==> run_1/m1.png <==
Supply wires on this layer in gray.
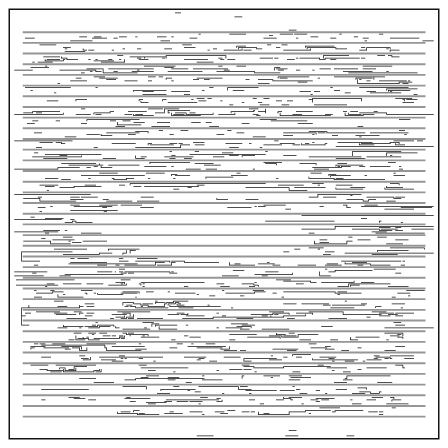
==> run_1/clock_nets.png <==
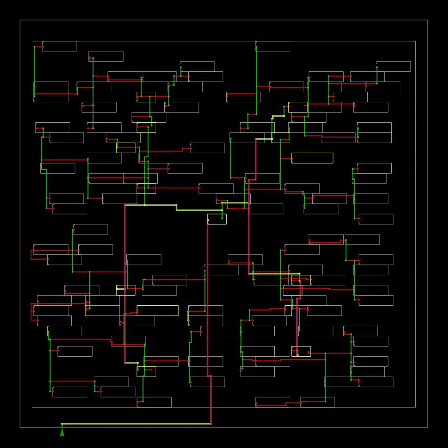
==> run_1/m4.png <==
Supply wires on this layer in gray.
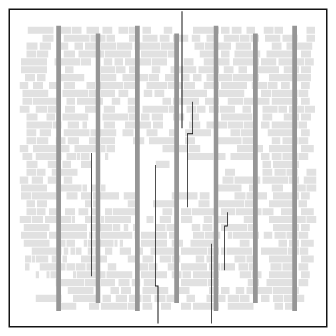
==> src/rtl/muldiv_ctrl_pkg.sv <==
// Shared op codes, FSM encoding and decode helpers
// for the HI/LO multiply/divide sequencer.
package muldiv_ctrl_pkg;

  typedef enum logic [2:0] {
    OP_MULT  = 3'd0,
    OP_MULTU = 3'd1,
    OP_DIV   = 3'd2,
    OP_DIVU  = 3'd3,
    OP_MFHI  = 3'd4,
    OP_MFLO  = 3'd5
  } op_e;

  typedef enum logic [2:0] {
    S_IDLE,
    S_START,
    S_WAIT,
    S_DRAIN,
    S_READ
  } state_e;

  function automatic logic is_arith(logic [2:0] op);
    return !op[2];
  endfunction

  function automatic logic is_read(logic [2:0] op);
    return (op == OP_MFHI) || (op == OP_MFLO);
  endfunction

  function automatic logic is_div(logic [2:0] op);
    return (op == OP_DIV) || (op == OP_DIVU);
  endfunction

  function automatic logic is_signed(logic [2:0] op);
    return (op == OP_MULT) || (op == OP_DIV);
  endfunction

endpackage

==> src/rtl/muldiv_ctrl_if.sv <==
// EX-stage request/response bundle for the
// multiply/divide sequencer.
interface muldiv_ctrl_if #(
  parameter int DW = 32
);
  logic          Req_Valid;
  logic [2:0]    Req_Op;
  logic [DW-1:0] Req_A;
  logic [DW-1:0] Req_B;
  logic          Req_Ready;
  logic          Flush;
  logic          Rsp_Valid;
  logic [DW-1:0] Rsp_Data;
  logic          Busy;
  logic          Err_Timeout;

  modport master (
    output Req_Valid, Req_Op, Req_A, Req_B, Flush,
    input  Req_Ready, Rsp_Valid, Rsp_Data,
    input  Busy, Err_Timeout
  );

  modport slave (
    input  Req_Valid, Req_Op, Req_A, Req_B, Flush,
    output Req_Ready, Rsp_Valid, Rsp_Data,
    output Busy, Err_Timeout
  );
endinterface

==> src/rtl/muldiv_wdog.sv <==
// Watchdog for the multiply/divide unit: counts
// enabled cycles, flags the last one of the window.
module muldiv_wdog #(
  parameter int TIMEOUT = 64,
  parameter int CW      = 7
) (
  input  logic Clk,
  input  logic Reset,
  input  logic Clr,
  input  logic En,
  output logic Tc
);

  logic [CW-1:0] count;

  always_ff @(posedge Clk or negedge Reset) begin
    if (!Reset)
      count <= '0;
    else if (Clr)
      count <= '0;
    else if (En)
      count <= count + 1'b1;
  end

  // Tc fires in the cycle whose edge brings count to TIMEOUT
  assign Tc = En && (count == CW'(TIMEOUT - 1));

endmodule

==> src/rtl/muldiv_ctrl.sv <==
// Sequencer between EX and the HI/LO mul/div unit:
// operand latch, start pulse, stall, reads, watchdog.
module muldiv_ctrl
  import muldiv_ctrl_pkg::*;
#(
  parameter int DW      = 32,
  parameter int TIMEOUT = 64,
  parameter int CW      = 7
) (
  input  logic          Clk,
  input  logic          Reset,
  muldiv_ctrl_if.slave  bus,
  output logic          MUL_Start,
  output logic          MUL_SelMD,
  output logic          MUL_Sign,
  output logic          MUL_SelHL,
  output logic [DW-1:0] MUL_DA,
  output logic [DW-1:0] MUL_DB,
  input  logic          MUL_Flag,
  input  logic [DW-1:0] MUL_DC
);

  state_e        state, state_nxt;
  logic          busy, ready, accept;
  logic          acc_arith, acc_read;
  logic          wd_tc, err_set;
  logic          rsp_valid, err_q;
  logic [DW-1:0] rsp_data;

  muldiv_wdog #(
    .TIMEOUT(TIMEOUT),
    .CW     (CW)
  ) u_wdog (
    .Clk  (Clk),
    .Reset(Reset),
    .Clr  (!busy),
    .En   (busy),
    .Tc   (wd_tc)
  );

  always_ff @(posedge Clk or negedge Reset) begin
    if (!Reset)
      state <= S_IDLE;
    else
      state <= state_nxt;
  end

  always_comb begin
    state_nxt = state;
    busy      = 1'b0;
    ready     = 1'b0;
    MUL_Start = 1'b0;
    err_set   = 1'b0;
    unique case (state)
      S_IDLE: begin
        ready = Reset;
        unique case (1'b1)
          acc_arith: state_nxt = S_START;
          acc_read:  state_nxt = S_READ;
          default:   state_nxt = S_IDLE;
        endcase
      end
      S_START: begin
        busy      = 1'b1;
        MUL_Start = 1'b1;
        state_nxt = S_WAIT;
      end
      S_WAIT, S_DRAIN: begin
        busy = 1'b1;
        // a completion in the same cycle beats both flush and timeout
        if (MUL_Flag) begin
          state_nxt = S_IDLE;
        end else if (wd_tc) begin
          err_set   = 1'b1;
          state_nxt = S_IDLE;
        end else if (state == S_WAIT && bus.Flush) begin
          state_nxt = S_DRAIN;
        end
      end
      S_READ:  state_nxt = S_IDLE;
      default: state_nxt = S_IDLE;
    endcase
  end

  assign accept    = bus.Req_Valid && ready;
  assign acc_arith = accept && is_arith(bus.Req_Op);
  assign acc_read  = accept && is_read(bus.Req_Op);

  always_ff @(posedge Clk or negedge Reset) begin
    if (!Reset) begin
      MUL_DA    <= '0;
      MUL_DB    <= '0;
      MUL_SelMD <= 1'b0;
      MUL_Sign  <= 1'b0;
      MUL_SelHL <= 1'b0;
      rsp_valid <= 1'b0;
      rsp_data  <= '0;
      err_q     <= 1'b0;
    end else begin
      if (acc_arith) begin
        MUL_DA    <= bus.Req_A;
        MUL_DB    <= bus.Req_B;
        MUL_SelMD <= is_div(bus.Req_Op);
        MUL_Sign  <= is_signed(bus.Req_Op);
      end
      if (acc_read)
        MUL_SelHL <= (bus.Req_Op == OP_MFHI);
      rsp_valid <= (state == S_READ) && !bus.Flush;
      if (state == S_READ)
        rsp_data <= MUL_DC;
      if (err_set)
        err_q <= 1'b1;
    end
  end

  assign bus.Req_Ready   = ready;
  assign bus.Busy        = busy;
  assign bus.Rsp_Valid   = rsp_valid;
  assign bus.Rsp_Data    = rsp_data;
  assign bus.Err_Timeout = err_q;

endmodule

==> src/flat_wrapper.sv <==
// flat-port wrapper written by rule: the top's interface ports become plain ports
module muldiv_ctrl_flat import muldiv_ctrl_pkg::*;
#(
  parameter int DW      = 32,
  parameter int TIMEOUT = 64,
  parameter int CW      = 7
)
  (Clk, Reset, MUL_Start, MUL_SelMD, MUL_Sign, MUL_SelHL, MUL_DA, MUL_DB, MUL_Flag, MUL_DC, bus_Req_Valid, bus_Req_Op, bus_Req_A, bus_Req_B, bus_Flush, bus_Req_Ready, bus_Rsp_Valid, bus_Rsp_Data, bus_Busy, bus_Err_Timeout);
  muldiv_ctrl_if #(.DW(DW)) bus_i ();
  input  logic Clk;
  input  logic Reset;
  output logic MUL_Start;
  output logic MUL_SelMD;
  output logic MUL_Sign;
  output logic MUL_SelHL;
  output logic [DW-1:0] MUL_DA;
  output logic [DW-1:0] MUL_DB;
  input  logic MUL_Flag;
  input  logic [DW-1:0] MUL_DC;
  input wire logic [$bits(bus_i.Req_Valid)-1:0] bus_Req_Valid;
  input wire logic [$bits(bus_i.Req_Op)-1:0] bus_Req_Op;
  input wire logic [$bits(bus_i.Req_A)-1:0] bus_Req_A;
  input wire logic [$bits(bus_i.Req_B)-1:0] bus_Req_B;
  input wire logic [$bits(bus_i.Flush)-1:0] bus_Flush;
  output wire logic [$bits(bus_i.Req_Ready)-1:0] bus_Req_Ready;
  output wire logic [$bits(bus_i.Rsp_Valid)-1:0] bus_Rsp_Valid;
  output wire logic [$bits(bus_i.Rsp_Data)-1:0] bus_Rsp_Data;
  output wire logic [$bits(bus_i.Busy)-1:0] bus_Busy;
  output wire logic [$bits(bus_i.Err_Timeout)-1:0] bus_Err_Timeout;
  assign bus_i.Req_Valid = bus_Req_Valid;
  assign bus_i.Req_Op = bus_Req_Op;
  assign bus_i.Req_A = bus_Req_A;
  assign bus_i.Req_B = bus_Req_B;
  assign bus_i.Flush = bus_Flush;
  assign bus_Req_Ready = bus_i.Req_Ready;
  assign bus_Rsp_Valid = bus_i.Rsp_Valid;
  assign bus_Rsp_Data = bus_i.Rsp_Data;
  assign bus_Busy = bus_i.Busy;
  assign bus_Err_Timeout = bus_i.Err_Timeout;
  muldiv_ctrl #(.DW(DW), .TIMEOUT(TIMEOUT), .CW(CW)) u_core (.Clk(Clk), .Reset(Reset), .bus(bus_i), .MUL_Start(MUL_Start), .MUL_SelMD(MUL_SelMD), .MUL_Sign(MUL_Sign), .MUL_SelHL(MUL_SelHL), .MUL_DA(MUL_DA), .MUL_DB(MUL_DB), .MUL_Flag(MUL_Flag), .MUL_DC(MUL_DC));
endmodule
==> config.mk <==
export PLATFORM = sky130hd
export DESIGN_NAME = muldiv_ctrl_flat
export DESIGN_NICKNAME = d
export VERILOG_FILES = /design/src/rtl/muldiv_ctrl_pkg.sv /design/src/rtl/muldiv_ctrl_if.sv /design/src/rtl/muldiv_wdog.sv /design/src/rtl/muldiv_ctrl.sv /design/src/flat_wrapper.sv
export SDC_FILE = /design/constraint.sdc
export NUM_CORES = 1
export LEC_CHECK = 0
export CAP_MARGIN = 10
export CORE_MARGIN = 3
export CORE_UTILIZATION = 41
export DETAILED_ROUTE_END_ITERATION = 6
export GPL_TIMING_DRIVEN = 0
export PLACE_DENSITY_LB_ADDON = 0.2
export SLEW_MARGIN = 20
export SYNTH_ARGS = -nofsm -noshare
export SYNTH_HDL_FRONTEND = slang
export SYNTH_SLANG_ARGS = --single-unit
==> constraint.sdc <==
create_clock -name Clk -period 2.4 [get_ports Clk]
set_clock_uncertainty 0.05 [all_clocks]
set_input_delay 0.48 -clock Clk [delete_from_list [all_inputs] [get_ports Clk]]
set_output_delay 0.48 -clock Clk [all_outputs]
set_load 0.1 [all_outputs]
==> impl_metrics.env, run 1 <==
# implementation run metrics
export IMPL_outcome="finished, final reports clean"
export IMPL_die_h_um=109
export IMPL_start_kind="flip-flop"
export IMPL_min_period_ps=2250
export IMPL_grt_pass1_vias=3111
export IMPL_synth_main_ff_cell="dfrtp_1"
export IMPL_maxSlewHeadroom_pct=33.5
export IMPL_layout_top_cells="dfrtp_1, clkdlybuf4s50_1, dlygate4sd2_1"
export IMPL_finalClockPeriodUsage_pct=93.8
export IMPL_synth_chip_area_mm2=0.00435
export IMPL_non_clock_inverter_count=4
export IMPL_met3_usage_pct=5.27
export IMPL_synth_area_per_cell_um2=16.6
export IMPL_grt_total_usage_pct=18.0
export IMPL_ys_sh_mux_pct=28.2
export IMPL_core_mm2=0.0100
export IMPL_edf_count=0
export IMPL_ys_warn_count=0
export IMPL_critPathSlowestCell="clkdlybuf4s15_2"
export IMPL_cp_max_fo=8
export IMPL_synth_comb_largest_family="multiplexers"
export IMPL_routabilityCongestion=0.707
export IMPL_syn_num_nets=367
export IMPL_ys_ff=111
export IMPL_ant_nets=0
export IMPL_setup_viol=0
export IMPL_place_ws_ps=-878
export IMPL_drtPass1Iterations=4
export IMPL_top_usage_layer="met2"
export IMPL_tritoncts="yes"
export IMPL_cp_arrival_ps=1720
export IMPL_sh_seq_area_pct=40.9
export IMPL_syn_to_final_growth_pct=56.1
export IMPL_rows=36
export IMPL_ys_cells=262
export IMPL_tapCellCount=133
export IMPL_rr_endpoint="u_core.MUL_DA[20]"
export IMPL_setup_ws_ps=149
export IMPL_fmax_mhz=444
export IMPL_clkSlewWorstSetupHoldPaths_ps=100
export IMPL_required_ps=1870
export IMPL_tightest_slew_ps=1000
export IMPL_drc=0
export IMPL_cp_endpoint="MUL_Start"
export IMPL_setup_tns_final_ps=0
export IMPL_clkCellAreaFrac_pct=3.39
export IMPL_r2r_start="u_core.state[2]"
export IMPL_postLayoutCoreUtil_pct=67.6
export IMPL_grt_overflow=0
export IMPL_h_tree_depth=3
export IMPL_area_share_nonclk_buffers_pct=31.6
export IMPL_clk_latency_ps=360
export IMPL_clockBufferDepth=2
export IMPL_placed_area_mm2=0.00663
export IMPL_layout_drive_gt1_share_pct=27.4
export IMPL_synth_area_top_cells="dfrtp_1, mux2_2, mux2_4, buf_12, buf_2"
export IMPL_dieArea_mm2=0.0119
export IMPL_dpl_cell_count=603
export IMPL_nMultiInputCombCells=135
export IMPL_cp_cell_sequence="nor3b_2, clkdlybuf4s15_2"
export IMPL_cts_root_buffer="clkbuf_8"
export IMPL_drt_vias_per_instance=4.76
export IMPL_fp_util_pct=43.3
export IMPL_synthTopCellsByCount="dfrtp_1, mux2_2, mux2_4"
export IMPL_lay_top_count="dfrtp_1"
export IMPL_buffers=221
export IMPL_grt_pass1_wl_mm=16.3
export IMPL_hold_violations=0
export IMPL_gr_usage_met2_pct=31.0
export IMPL_logic_area_mm2=0.00146
export IMPL_rsz0062_at_grt="false"
export IMPL_xor_area_share_pct=0.604
export IMPL_antenna_found_initial=0
export IMPL_syn_inst=262
export IMPL_startpoint="u_core.state[0]"
export IMPL_slew_viol_final=0
export IMPL_crit_family="buffers and inverters"
export IMPL_grt_max_degree=68
export IMPL_synth_most_common_cell="dfrtp_1"
export IMPL_final_area_mm2=0.00679
export IMPL_path_buffers=1
export IMPL_ys_sh_simple_pct=2.85
export IMPL_dominant_cells="flip-flops and latches"
## Picture notes: m1.png
- main direction: horizontal
- wire length on this layer: 3870 um

## Picture notes: clock_nets.png
# clock sinks: 111
number of buffers created by CTS: 9
CLK BUF: 12
flip-flops: 111

## Picture notes: m4.png
- wire length on this layer: 223 um
- share of all routed wire: 2.1%
vias: 2947
Detailed Route WL: 10.4 mm

-- run 1: state kept, by name (all words and copies together) (netlist names), 3 cells and up --
| register | count |
|---|---|
| u_core.state | 3 |
| u_core.MUL_DA | 32 |
| u_core.u_wdog.count | 7 |
| u_core.MUL_DB | 32 |
| u_core.bus.Rsp_Data | 32 |
-- run 1: repair_timing --
item / in CTS / in global routing
hold buffers: 1 / 0
pin swaps: 0 / 0
buffers inserted: 0 / 0
resized: 108 / 10
hold endpoints to repair: 45 / 0
endpoints found under the setup margin: 96 / 9
-- run 1: per-layer routing --
layer | up-vias | wire length [um]
met2 | 114 | 5480
met3 | 14 | 878
met5 | - | 0
met4 | 0 | 223
li1 | 1361 | -
met1 | 1458 | 3870
==> inputs of run 2 (changes only) <==
Clock period 2.4 ns to 2.2 ns, I/O delays scaled along.
==> run_2/m4.png <==
Supply wires on this layer in gray.
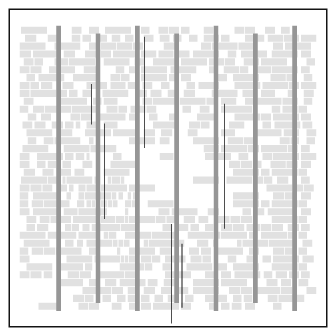
vias: 2922
Detailed Route WL: 10.6 mm

==> run 2 against run 1 <==
Cell area increased by 0.66%. Global-route usage increased by 0.080 points. Wire length increased by 1.1%. Cell count increased by 0.65%. Critical path type unchanged. Critical endpoint is now MUL_SelHL. Largest cell class unchanged. Highest routed layer unchanged.
==> impl_metrics.env, run 2 <==
# implementation run metrics
export IMPL_edf_count=0
export IMPL_wl_met2_mm=5.38
export IMPL_holdBufCountCts=4
export IMPL_synth_most_common_cell="dfrtp_1"
export IMPL_grt_total_usage_pct=18.1
export IMPL_wl_met1_mm=4.03
export IMPL_routed_top_layer="met4"
export IMPL_post_cts_setup_buffers=0
export IMPL_die_h_um=109
export IMPL_dpl_cell_count=603
export IMPL_cts_root_buffer="clkbuf_8"
export IMPL_drc=0
export IMPL_grt_overflow=0
export IMPL_synth_area_top_cells="dfrtp_1, mux2_2, mux2_4, buf_12, buf_2"
export IMPL_layout_top_cells="dfrtp_1, clkdlybuf4s50_1, dlygate4sd2_1"
export IMPL_cp_cell_sequence="dlygate4sd2_1"
export IMPL_synth_chip_area_mm2=0.00435
export IMPL_required_ps=1710
export IMPL_hold_violations=0
export IMPL_placed_area_mm2=0.00664
export IMPL_xor_area_share_pct=0.604
export IMPL_aoi_share_pct=1.21
export IMPL_postLayoutCoreUtil_pct=68.1
export IMPL_setup_ws_ps=104
export IMPL_min_period_ps=2100
export IMPL_ys_cells=262
export IMPL_outcome="finished, final reports clean"
export IMPL_synthTopCellsByCount="dfrtp_1, mux2_2, mux2_4"
export IMPL_start_kind="flip-flop"
export IMPL_core_mm2=0.0100
export IMPL_ys_sh_simple_pct=2.85
export IMPL_drt_vias_per_instance=4.69
export IMPL_antenna_found_initial=0
export IMPL_cp_arrival_ps=1610
export IMPL_drt_iter0_markers=82
export IMPL_ys_ff=111
export IMPL_maxSlewHeadroom_pct=33.4
export IMPL_startpoint="u_core.MUL_SelHL"
export IMPL_clockBufferDepth=2
export IMPL_crit_family="buffers and inverters"
export IMPL_synth_main_ff_cell="dfrtp_1"
export IMPL_finalClockPeriodUsage_pct=95.3
export IMPL_slew_viol_final=0
export IMPL_fp_util_pct=43.3
export IMPL_layout_drive_gt1_share_pct=27.8
export IMPL_syn_to_final_growth_pct=57.1
export IMPL_lay_top_count="dfrtp_1"
export IMPL_postCtsResizedCells=120
export IMPL_met3_usage_pct=6.39
export IMPL_routabilityCongestion=0.711
export IMPL_fmax_mhz=477
export IMPL_rr_endpoint="u_core.MUL_DA[10]"
export IMPL_ys_warn_count=0
export IMPL_critPathSlowestCell="dlygate4sd2_1"
export IMPL_dr_wl_met3_um=968
export IMPL_drtPass1Iterations=4
export IMPL_clk_latency_ps=370
export IMPL_syn_inst=262
export IMPL_ant_nets=0
export IMPL_end_kind="output port"
export IMPL_path_buffers=1
export IMPL_synth_comb_largest_family="multiplexers"
export IMPL_slowest_delay_ps=870
export IMPL_tritoncts="yes"
export IMPL_cts_buffers=9
export IMPL_syn_num_nets=367
export IMPL_cp_endpoint="MUL_SelHL"
export IMPL_synth_area_per_cell_um2=16.6
export IMPL_setup_viol=0
export IMPL_grt_pass1_vias=3132
export IMPL_top_usage_layer="met2"
export IMPL_ys_sh_mux_pct=28.2
export IMPL_rsz0062_at_grt="false"
export IMPL_grt_max_degree=51
export IMPL_gr_usage_met2_pct=30.6
export IMPL_cts_sinks=111
export IMPL_cp_max_fo=2
export IMPL_clkSlewWorstSetupHoldPaths_ps=100
export IMPL_r2r_start="u_core.state[2]"
export IMPL_place_ws_ps=-976
export IMPL_h_tree_depth=3
export IMPL_setup_tns_final_ps=0
export IMPL_warning_count=26
export IMPL_tightest_slew_ps=1000
export IMPL_dieArea_mm2=0.0119
export IMPL_rows=36
export IMPL_grt_pass1_wl_mm=16.3
export IMPL_final_area_mm2=0.00684
==> run_2/m2.png <==
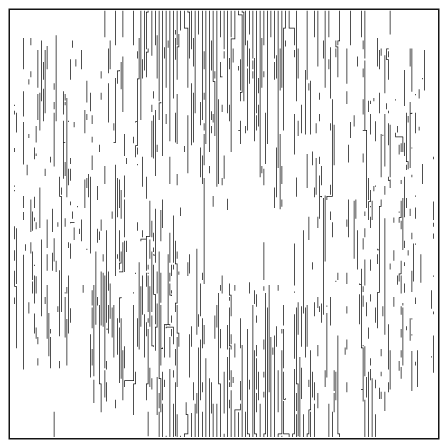
- nets with wire on the layer: 557
- longest straight run: 44.7 um
- share of all routed wire: 51%
- main direction: vertical

[run 2: final cells by class]
class	instances	area (um2)
inverters	4	15.0
well taps	133	166
plain buffers	12	118
clock buffers	13	169
repair buffers	212	2070
multi-input cells	135	1480
flip-flops and latches	111	2780
fillers	772	3210
clock inverters	3	40.0
[run 2: worst min-delay path by stage]
stage	start	to	slack (ps)	depth (start not counted)
after floorplan	Reset	u_core.MUL_DA[0]	90	0
after global routing	Reset	u_core.u_wdog.count[6]	60	3
after CTS	Reset	u_core.u_wdog.count[6]	60	3
final	Reset	u_core.u_wdog.count[6]	70	3
after global placement	u_core.bus.Err_Timeout	u_core.bus.Err_Timeout	420	1
after detailed placement	Reset	u_core.MUL_DB[10]	380	1
